File: src/rtl/pipe_ctrl_pkg.sv
// Shared encodings for the pipeline sequencer: stall vectors, stall bit indices,
// FSM states and the zero word.
package pipe_ctrl_pkg;

  localparam logic [31:0] ZeroWord = 32'h0000_0000;

  localparam int unsigned STALL_W = 6;

  localparam int unsigned STALL_BIT_PC    = 0;
  localparam int unsigned STALL_BIT_IFID  = 1;
  localparam int unsigned STALL_BIT_IDEX  = 2;
  localparam int unsigned STALL_BIT_EXMEM = 3;
  localparam int unsigned STALL_BIT_MEMWB = 4;
  localparam int unsigned STALL_BIT_RSVD  = 5;

  localparam logic [STALL_W-1:0] STALL_NONE = 6'b000000;
  localparam logic [STALL_W-1:0] STALL_IF   = 6'b000011;
  localparam logic [STALL_W-1:0] STALL_ID   = 6'b000111;
  localparam logic [STALL_W-1:0] STALL_EX   = 6'b001111;
  localparam logic [STALL_W-1:0] STALL_MEM  = 6'b011111;

  typedef enum logic [1:0] {
    ST_IDLE     = 2'd0,
    ST_DIV_WAIT = 2'd1,
    ST_FLUSH    = 2'd2
  } state_e;

  // Deepest requesting stage wins; a request freezes its own stage and everything upstream.
  function automatic logic [STALL_W-1:0] stall_merge(input logic req_if, input logic req_id,
                                                     input logic req_ex, input logic req_mem);
    logic [STALL_W-1:0] v;
    v = STALL_NONE;
    if (req_mem)     v = STALL_MEM;
    else if (req_ex) v = STALL_EX;
    else if (req_id) v = STALL_ID;
    else if (req_if) v = STALL_IF;
    return v;
  endfunction

endpackage

File: src/rtl/pipe_ctrl_if.sv
// Handshake bundle between the pipeline stages/divider and the sequencer.
// PIPE_CTRL_PERF_EN adds the stall_cycles/flush_count performance counters.
interface pipe_ctrl_if;
  import pipe_ctrl_pkg::*;

  logic               stallreq_if;
  logic               stallreq_id;
  logic               stallreq_ex;
  logic               stallreq_mem;
  logic               div_req;
  logic               div_done;
  logic               excp_valid;
  logic [31:0]        excp_handler;
  logic               eret_valid;
  logic [31:0]        epc;

  logic [STALL_W-1:0] stall;
  logic               flush;
  logic [31:0]        new_pc;
  logic               div_start;
  logic               div_annul;
  logic               div_timeout;
`ifdef PIPE_CTRL_PERF_EN
  logic [31:0]        stall_cycles;
  logic [31:0]        flush_count;
`endif

  modport master (
    output stallreq_if, stallreq_id, stallreq_ex, stallreq_mem,
           div_req, div_done, excp_valid, excp_handler, eret_valid, epc,
    input  stall, flush, new_pc, div_start, div_annul, div_timeout
`ifdef PIPE_CTRL_PERF_EN
           , stall_cycles, flush_count
`endif
  );

  modport slave (
    input  stallreq_if, stallreq_id, stallreq_ex, stallreq_mem,
           div_req, div_done, excp_valid, excp_handler, eret_valid, epc,
    output stall, flush, new_pc, div_start, div_annul, div_timeout
`ifdef PIPE_CTRL_PERF_EN
           , stall_cycles, flush_count
`endif
  );

endinterface

File: src/rtl/pipe_ctrl_div_watchdog.sv
// Divide watchdog: counts enabled cycles since the last clear and flags the
// cycle in which the count reaches LIMIT.
module pipe_ctrl_div_watchdog #(
  parameter int unsigned LIMIT = 64
) (
  input  logic clk,
  input  logic rst,
  input  logic clear_i,
  input  logic en_i,
  output logic expired_o
);

  localparam int unsigned CW = $clog2(LIMIT + 1);

  logic [CW-1:0] cnt_q, cnt_d;

  always_comb begin
    cnt_d = cnt_q;
    if (clear_i)                         cnt_d = '0;
    else if (en_i && cnt_q != CW'(LIMIT)) cnt_d = cnt_q + 1'b1;
  end

  always_ff @(posedge clk) begin
    if (rst) cnt_q <= '0;
    else     cnt_q <= cnt_d;
  end

  // Fires on the cycle whose increment would make the count reach LIMIT.
  assign expired_o = en_i && (cnt_q == CW'(LIMIT - 1));

endmodule

File: src/rtl/pipe_ctrl.sv
// Pipeline sequencer: stall merge, divider handshake with watchdog, and
// exception/eret flush + redirect. PIPE_CTRL_PERF_EN enables perf counters.
module pipe_ctrl
  import pipe_ctrl_pkg::*;
#(
  parameter int unsigned FLUSH_CYCLES   = 1,
  parameter int unsigned DIV_MAX_CYCLES = 64
) (
  input  logic        clk,
  input  logic        rst,
  pipe_ctrl_if.slave  bus
);

  localparam int unsigned FW = $clog2(FLUSH_CYCLES + 1);

  state_e             state_q;
  logic               flush_q;
  logic [31:0]        new_pc_q;
  logic               div_start_q;
  logic               div_annul_q;
  logic               div_timeout_q;
  logic [FW-1:0]      fcnt_q;

  logic               redirect;
  logic [31:0]        redirect_pc;
  logic               flush_entry;
  logic               div_launch;
  logic               wd_expired;
  logic [STALL_W-1:0] stall_vec;

  assign redirect    = bus.excp_valid || bus.eret_valid;
  assign redirect_pc = bus.excp_valid ? bus.excp_handler : bus.epc;
  assign flush_entry = redirect && (state_q != ST_FLUSH);
  assign div_launch  = (state_q == ST_IDLE) && !redirect && bus.div_req;

  always_comb begin
    stall_vec = STALL_NONE;
    if (state_q != ST_FLUSH) begin
      stall_vec = stall_merge(bus.stallreq_if, bus.stallreq_id,
                              bus.stallreq_ex || (state_q == ST_DIV_WAIT) ||
                              ((state_q == ST_IDLE) && bus.div_req),
                              bus.stallreq_mem);
    end
  end

  pipe_ctrl_div_watchdog #(
    .LIMIT (DIV_MAX_CYCLES)
  ) u_div_watchdog (
    .clk       (clk),
    .rst       (rst),
    .clear_i   (div_launch),
    .en_i      (state_q == ST_DIV_WAIT),
    .expired_o (wd_expired)
  );

  always_ff @(posedge clk) begin
    if (rst) begin
      state_q       <= ST_IDLE;
      flush_q       <= 1'b0;
      new_pc_q      <= ZeroWord;
      div_start_q   <= 1'b0;
      div_annul_q   <= 1'b0;
      div_timeout_q <= 1'b0;
      fcnt_q        <= '0;
    end else begin
      div_start_q <= 1'b0;
      div_annul_q <= 1'b0;
      case (state_q)
        ST_IDLE: begin
          if (redirect) begin
            state_q  <= ST_FLUSH;
            flush_q  <= 1'b1;
            new_pc_q <= redirect_pc;
            fcnt_q   <= FW'(FLUSH_CYCLES - 1);
          end else if (bus.div_req) begin
            state_q     <= ST_DIV_WAIT;
            div_start_q <= 1'b1;
          end
        end
        ST_DIV_WAIT: begin
          // A redirect aborts the divide even when div_done arrives in the same cycle.
          if (redirect) begin
            state_q     <= ST_FLUSH;
            flush_q     <= 1'b1;
            new_pc_q    <= redirect_pc;
            fcnt_q      <= FW'(FLUSH_CYCLES - 1);
            div_annul_q <= 1'b1;
          end else if (bus.div_done) begin
            state_q <= ST_IDLE;
          end else if (wd_expired) begin
            state_q       <= ST_IDLE;
            div_annul_q   <= 1'b1;
            div_timeout_q <= 1'b1;
          end
        end
        ST_FLUSH: begin
          if (fcnt_q == '0) begin
            state_q <= ST_IDLE;
            flush_q <= 1'b0;
          end else begin
            fcnt_q <= fcnt_q - 1'b1;
          end
        end
        default: state_q <= ST_IDLE;
      endcase
    end
  end

  assign bus.stall       = stall_vec;
  assign bus.flush       = flush_q;
  assign bus.new_pc      = new_pc_q;
  assign bus.div_start   = div_start_q;
  assign bus.div_annul   = div_annul_q;
  assign bus.div_timeout = div_timeout_q;

`ifdef PIPE_CTRL_PERF_EN
  logic [31:0] stall_cycles_q;
  logic [31:0] flush_count_q;

  always_ff @(posedge clk) begin
    if (rst) begin
      stall_cycles_q <= '0;
      flush_count_q  <= '0;
    end else begin
      if (stall_vec[STALL_BIT_PC]) stall_cycles_q <= stall_cycles_q + 32'd1;
      if (flush_entry)             flush_count_q  <= flush_count_q + 32'd1;
    end
  end

  assign bus.stall_cycles = stall_cycles_q;
  assign bus.flush_count  = flush_count_q;
`endif

endmodule

File: src/flat_wrapper.sv
// flat-port wrapper written by rule: the top's interface ports become plain ports
module pipe_ctrl_flat import pipe_ctrl_pkg::*;
#(
  parameter int unsigned FLUSH_CYCLES   = 1,
  parameter int unsigned DIV_MAX_CYCLES = 64
)
  (clk, rst, bus_stallreq_if, bus_stallreq_id, bus_stallreq_ex, bus_stallreq_mem, bus_div_req, bus_div_done, bus_excp_valid, bus_excp_handler, bus_eret_valid, bus_epc, bus_stall, bus_flush, bus_new_pc, bus_div_start, bus_div_annul, bus_div_timeout);
  pipe_ctrl_if bus_i ();
  input  logic clk;
  input  logic rst;
  input wire logic [$bits(bus_i.stallreq_if)-1:0] bus_stallreq_if;
  input wire logic [$bits(bus_i.stallreq_id)-1:0] bus_stallreq_id;
  input wire logic [$bits(bus_i.stallreq_ex)-1:0] bus_stallreq_ex;
  input wire logic [$bits(bus_i.stallreq_mem)-1:0] bus_stallreq_mem;
  input wire logic [$bits(bus_i.div_req)-1:0] bus_div_req;
  input wire logic [$bits(bus_i.div_done)-1:0] bus_div_done;
  input wire logic [$bits(bus_i.excp_valid)-1:0] bus_excp_valid;
  input wire logic [$bits(bus_i.excp_handler)-1:0] bus_excp_handler;
  input wire logic [$bits(bus_i.eret_valid)-1:0] bus_eret_valid;
  input wire logic [$bits(bus_i.epc)-1:0] bus_epc;
  output wire logic [$bits(bus_i.stall)-1:0] bus_stall;
  output wire logic [$bits(bus_i.flush)-1:0] bus_flush;
  output wire logic [$bits(bus_i.new_pc)-1:0] bus_new_pc;
  output wire logic [$bits(bus_i.div_start)-1:0] bus_div_start;
  output wire logic [$bits(bus_i.div_annul)-1:0] bus_div_annul;
  output wire logic [$bits(bus_i.div_timeout)-1:0] bus_div_timeout;
  assign bus_i.stallreq_if = bus_stallreq_if;
  assign bus_i.stallreq_id = bus_stallreq_id;
  assign bus_i.stallreq_ex = bus_stallreq_ex;
  assign bus_i.stallreq_mem = bus_stallreq_mem;
  assign bus_i.div_req = bus_div_req;
  assign bus_i.div_done = bus_div_done;
  assign bus_i.excp_valid = bus_excp_valid;
  assign bus_i.excp_handler = bus_excp_handler;
  assign bus_i.eret_valid = bus_eret_valid;
  assign bus_i.epc = bus_epc;
  assign bus_stall = bus_i.stall;
  assign bus_flush = bus_i.flush;
  assign bus_new_pc = bus_i.new_pc;
  assign bus_div_start = bus_i.div_start;
  assign bus_div_annul = bus_i.div_annul;
  assign bus_div_timeout = bus_i.div_timeout;
  pipe_ctrl #(.FLUSH_CYCLES(FLUSH_CYCLES), .DIV_MAX_CYCLES(DIV_MAX_CYCLES)) u_core (.clk(clk), .rst(rst), .bus(bus_i));
endmodule
File: config.mk
export PLATFORM = sky130hd
export DESIGN_NAME = pipe_ctrl_flat
export DESIGN_NICKNAME = d
export VERILOG_FILES = /design/src/rtl/pipe_ctrl_pkg.sv /design/src/rtl/pipe_ctrl_if.sv /design/src/rtl/pipe_ctrl_div_watchdog.sv /design/src/rtl/pipe_ctrl.sv /design/src/flat_wrapper.sv
export SDC_FILE = /design/constraint.sdc
export NUM_CORES = 1
export LEC_CHECK = 0
export CAP_MARGIN = 20
export CORE_ASPECT_RATIO = 0.9
export CORE_MARGIN = 2
export CORE_UTILIZATION = 39
export DETAILED_ROUTE_END_ITERATION = 10
export GPL_TIMING_DRIVEN = 0
export HOLD_SLACK_MARGIN = 0.12
export PLACE_DENSITY = 0.91
export SLEW_MARGIN = 5
export SYNTH_ARGS = -nofsm -noshare
export SYNTH_HDL_FRONTEND = slang
export SYNTH_SLANG_ARGS = --single-unit
export TNS_END_PERCENT = 1
File: constraint.sdc
create_clock -name clk -period 1.9 [get_ports clk]
set_clock_uncertainty 0.05 [all_clocks]
set_input_delay 0.38 -clock clk [delete_from_list [all_inputs] [get_ports clk]]
set_output_delay 0.38 -clock clk [all_outputs]
set_load 0.1 [all_outputs]
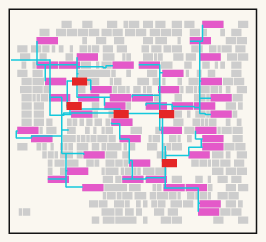
**Above:** clock distribution.
Scale: 3 px per um.
[red] cells driving clock nets | count: 5
[magenta] flip-flops | count: 45
[cyan] clock wires | length: 480 um
routed clock nets	6
Late-Pin Clk Latency: 0.28 ns
total clock network power: 0.700 mW
portion of total power attributed to the clock network: 24.5%

==> flow_summary_export.csv <==
group,metric,value,unit
run_status,run_status,"completed",
drt,drt_first_pass_iters,4,
worst_setup_path,worst_path_largest_cell_delay,0.40,ns
clock_tree,cts-root-to-sink-buffers,2,
layout,layoutNonFillerInstCount,418,
final_timing,min_period,1.87,ns
synth,yosys_top_cell_area_share,42.3,%
layout,nets,426,
layout,post-route-util,64.8,%
layout,n_all_buffers,133,
worst_setup_path,worstPathBufferInverterCount,3,
clock_tree,htree_num_levels,2,
layout,area.share.sequential,26.5,%
global_routing,wire_length_of_the_first_global_routing_pass,8840,um
synth,yosysUniqueCellTypes,32,
layout,inverters_excl_clock,6,
clock_tree,tritoncts,"built",
pwr,max-vdd-ir-drop,505,uV
floorplanning,design.die.area,6080,um2
layout,biggestCellCategory,"non-clock buffers",
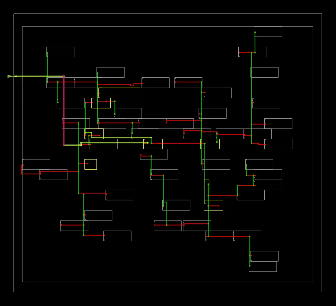
**Above:** clock nets.
total CTS buffers: 5
Seq cells: 45
clk sink count: 45

==> metal layers <==
metal / vias up / track usage (%) / part of all wire (%)
li1: 1073 / - / -
met1: 943 / 21.7 / 42
met2: 82 / 34.1 / 49
met3: 4 / 4.73 / 8.3
met4: 0 / 4.44 / 0.81
met5: - / 0 / 0
==> per-stage QoR <==
step	instance area, um2	total power, mW
floorplan	2140	1.87
detailed placement	3340	2.22
global placement	3340	2.21
CTS	3490	2.91
finish	3400	2.86
global route	3400	2.99
==> registers in the layout, indices dropped and copies added (netlist names) <==
register and flops:
u_core.state_q 2, u_core.bus.div_start 1, u_core.bus.div_timeout 1, u_core.bus.div_annul 1
u_core.bus.new_pc 32, u_core.u_div_watchdog.cnt_q 7, u_core.bus.flush 1
==> cell families after synthesis <==
| logic type | count (synthesis) | share of synthesized area [%] |
|---|---|---|
| buffers and inverters | 27 | 6.22 |
| and+or+nand+nor | 62 | 14.5 |
| adders and majority gates | 2 | 1.17 |
| DFF | 45 | 42.3 |
| muxes | 34 | 16.0 |
| AOI/OAI and AO/OA | 60 | 19.7 |
| other | 1 | 0.176 |
==> Yosys cell counts, drive strengths merged, types with 5 or more instances <==
cell and n:
a211oi 34, a21oi 10, buf 16, clkbuf 5, dfxtp 45, inv 6
mux2i 34, nor2 35, o21ai 8, or4 5
==> worst min-delay path, stage by stage, from the launching register on <==
cell	delay, ns
dfxtp_1	0.32
inv_1	0.05
o22ai_1	0.07
==> power by group <==
part | internal, mW | switching [mW]
clock | 0.395 | 0.306
sequential | 1.02 | 0.0389
combinational | 0.316 | 0.793
total | 1.73 | 1.14
==> timing repair <==
item	in CTS	in global routing
pin swaps	2	1
buffers inserted	0	0
setup endpoints to repair	41	27
gates resized	136	27
No activity file was given, so power comes from the tool's default toggle rates.
